$ cat config.mk
export PLATFORM = sky130hd
export DESIGN_NAME = ifid_stage
export DESIGN_NICKNAME = d
export VERILOG_FILES = /design/src/rtl/ifid_stage.sv
export SDC_FILE = /design/constraint.sdc
export NUM_CORES = 1
export LEC_CHECK = 0
export CORE_MARGIN = 3
export CORE_UTILIZATION = 44
export CTS_CLUSTER_DIAMETER = 50
export CTS_CLUSTER_SIZE = 24
export DETAILED_ROUTE_END_ITERATION = 7
export PLACE_DENSITY = 0.81
export RECOVER_POWER = 25
export SYNTH_ARGS = -nofsm -noshare
export SYNTH_HDL_FRONTEND = slang
export SYNTH_SLANG_ARGS = --single-unit
export TNS_END_PERCENT = 1
$ cat constraint.sdc
create_clock -name clk -period 4.2 [get_ports clk]
set_clock_uncertainty 0.1 [all_clocks]
set_input_delay 0.84 -clock clk [delete_from_list [all_inputs] [get_ports clk]]
set_output_delay 0.84 -clock clk [all_outputs]
set_load 0.01 [all_outputs]
$ cat src/rtl/ifid_stage.sv
// IF/ID pipeline register for the 5-stage MIPS pipeline.
// Holds the fetched instruction and PC+4, detects load-use hazards, and
// runs the interrupt-entry sequencer that drains the pipeline and records
// the exception PC.
// Build option: define IFID_LOADUSE_EN to enable load-use hazard detection;
// without it the hazard term is tied low and software schedules delay slots.
module ifid_stage #(
    parameter int DRAIN_CYCLES = 3
) (
    input  logic        clk,
    input  logic        reset,
    input  logic [31:0] instructionIF,
    input  logic [31:0] PCplus4IF,
    input  logic        PCSrcMEM,
    input  logic [31:0] branchaddrMEM,
    input  logic        MemReadEX,
    input  logic [4:0]  rtEX,
    input  logic        intterupt,
    output logic [31:0] instructionID,
    output logic [31:0] PCplus4ID,
    output logic        validID,
    output logic        stall,
    output logic        flushEX,
    output logic        intrTaken,
    output logic [31:0] epc
);

    typedef enum logic [1:0] {
        RUN   = 2'd0,
        DRAIN = 2'd1,
        TAKE  = 2'd2
    } state_t;

    state_t      state_q;
    logic [31:0] instr_q, instr_d;
    logic [31:0] pc4_q, pc4_d;
    logic        valid_q, valid_d;
    logic [31:0] epc_q;
    logic        intrTaken_q;
    logic        pending_q;
    logic        intrPrev_q;
    logic [2:0]  drainCnt_q;
    logic        loadUse;
    logic        intrEdge;

`ifdef IFID_LOADUSE_EN
    // A load in EX whose destination feeds either source of the ID instruction
    assign loadUse = MemReadEX & valid_q & (rtEX != 5'd0) &
                     ((rtEX == instr_q[25:21]) | (rtEX == instr_q[20:16]));
`else
    logic unusedLoadUse;
    assign loadUse       = 1'b0;
    assign unusedLoadUse = ^{MemReadEX, rtEX};
`endif

    assign intrEdge = intterupt & ~intrPrev_q;

    // A taken branch suppresses the stall since the held instruction is squashed anyway
    assign stall   = (loadUse & ~PCSrcMEM) | (state_q == DRAIN);
    assign flushEX = PCSrcMEM | loadUse | (state_q != RUN);

    assign instructionID = instr_q;
    assign PCplus4ID     = pc4_q;
    assign validID       = valid_q;
    assign epc           = epc_q;
    assign intrTaken     = intrTaken_q;

    // Next IF/ID contents: squash on branch or interrupt entry, hold on load-use
    always_comb begin
        instr_d = instr_q;
        pc4_d   = pc4_q;
        valid_d = valid_q;
        if (PCSrcMEM || (state_q != RUN)) begin
            instr_d = 32'h0;
            pc4_d   = 32'h0;
            valid_d = 1'b0;
        end else if (!loadUse) begin
            instr_d = instructionIF;
            pc4_d   = PCplus4IF;
            valid_d = 1'b1;
        end
    end

    // IF/ID pipeline register
    always_ff @(posedge clk) begin
        if (reset) begin
            instr_q <= 32'h0;
            pc4_q   <= 32'h0;
            valid_q <= 1'b0;
        end else begin
            instr_q <= instr_d;
            pc4_q   <= pc4_d;
            valid_q <= valid_d;
        end
    end

    // Interrupt-entry sequencer: edge detect, deferral, drain countdown and take pulse
    always_ff @(posedge clk) begin
        if (reset) begin
            state_q     <= RUN;
            pending_q   <= 1'b0;
            drainCnt_q  <= 3'd0;
            epc_q       <= 32'h0;
            intrTaken_q <= 1'b0;
            intrPrev_q  <= 1'b0;
        end else begin
            intrPrev_q  <= intterupt;
            intrTaken_q <= 1'b0;
            case (state_q)
                RUN: begin
                    if ((intrEdge || pending_q) && !PCSrcMEM) begin
                        state_q    <= DRAIN;
                        pending_q  <= 1'b0;
                        drainCnt_q <= 3'(DRAIN_CYCLES - 1);
                        epc_q      <= valid_q ? (pc4_q - 32'd4) : (PCplus4IF - 32'd4);
                    end else if (intrEdge) begin
                        pending_q <= 1'b1;
                    end
                end
                DRAIN: begin
                    if (intrEdge) begin
                        pending_q <= 1'b1;
                    end
                    if (PCSrcMEM) begin
                        epc_q <= branchaddrMEM;
                    end
                    if (drainCnt_q == 3'd0) begin
                        state_q     <= TAKE;
                        intrTaken_q <= 1'b1;
                    end else begin
                        drainCnt_q <= drainCnt_q - 3'd1;
                    end
                end
                TAKE: begin
                    if (intrEdge) begin
                        pending_q <= 1'b1;
                    end
                    state_q <= RUN;
                end
                default: begin
                    state_q <= RUN;
                end
            endcase
        end
    end

endmodule

Fig. 1: track usage over the die
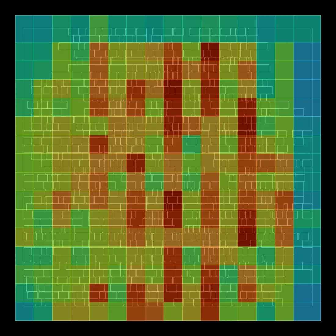
mean routed wirelength per cell: 17.8 um
GRT busiest layer: met2
met3 Track Usage GR: 0.0462

Fig. 2: met1 routing
The bar under the picture is 20 um long.
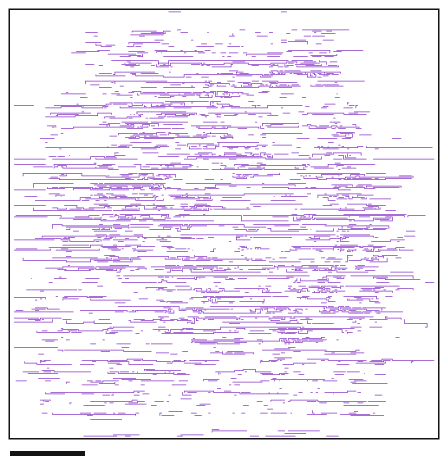
nets with wire on the layer: 772
longest straight run: 49.2 um
wire length on this layer: 6,650 um
global-route track usage on met1: 0.315
total via count after detailed routing: 4,943
routed wire length: 15,800 um

==> run summary <==
flow finished, numbers: run status complete, but fails checks, violated checks max-capacitance violations, max-slew violations, via count of the first global-routing pass between 4,000 and 5,000, highest routed metal layer met4, Worst Path Required around 4.3 ns, sequential area share after synthesis 0.413, family of cells with the greatest summed delay on the critical path simple AND/OR/NAND/NOR gates, Final Cycle Share 0.797, main combinational cell family by area after synthesis simple AND/OR/NAND/NOR gates, power after layout 3.57 mW, final tally of hold violations 0, combined area of all synthesized cells around 0.0051 sq mm, sink of the worst hold path epc[7]$_SDFFE_PP0P_, Post-Synthesis Cells approximately 560, most frequent cells after synthesis 105 x dfxtp_1, 65 x and2_1, 54 x nand2_1, Final Hold Slack roughly 0.36 ns, fraction of cell area in non-clock buffers 0.276, pin count of the biggest net entering global routing 53, highest ir drop seen on vdd between 200 and 300 uV, area fraction of clock buffers and clock inverters 0.0396, Critical Path Start Type input port, hold-fix buffers at CTS 0, tally of OpenROAD warnings 36, die span in y roughly 110 um, register fraction of the total cell area 0.281, final tally of max-slew violations 42, yosys warns 0, most repeated cell in the gate-level netlist after synthesis dfxtp_1, endpoint of the worst register-to-register path epc[31]$_SDFFE_PP0P_, Combinational Power Share 0.408, nets@finish roughly 860, summed negative setup slack over all endpoints 0 ns, internal power consumption about 2.3 mW, switching power 1.26 mW, cell at the root of the clock tree clkbuf_16, Crit-path slowest cell nor4_2, final setup violation count 0, placeable core region 0.0111 sq mm, max_cap viols 1, DRC Markers 0, number of DRC markers after the initial detailed-route iteration ~320, mux contribution to synthesized area 0.0858, hold wc startpoint epc[7]$_SDFFE_PP0P_, endpoint arrival time on the critical path around 3.5 ns, weighted congestion at the end of routability-driven global placement around 0.86, most common logic cell in the routed design clkdlybuf4s50_1
Fig. 3: M4 wires
The bar under the picture is 20 um long.
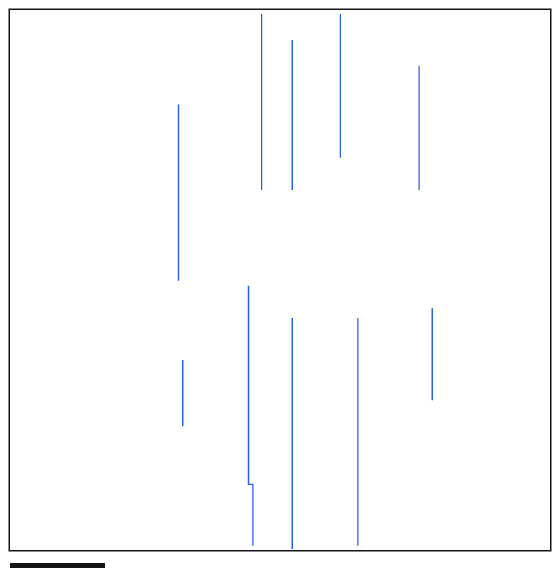
nets with wire on the layer: 9
main direction: vertical

Fig. 4: met2 routing
The bar under the picture is 20 um long. Cells faint in the background.
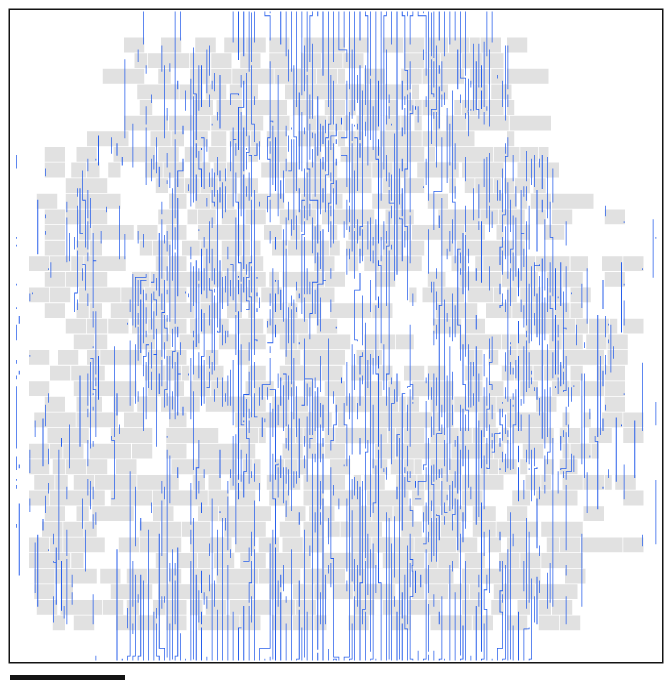
main direction: vertical
share of all routed wire: 49%
nets with wire on the layer: 753
GRT met2 Usage: 0.410

Power figures rest on the tool's default switching activity, not on a simulated workload.
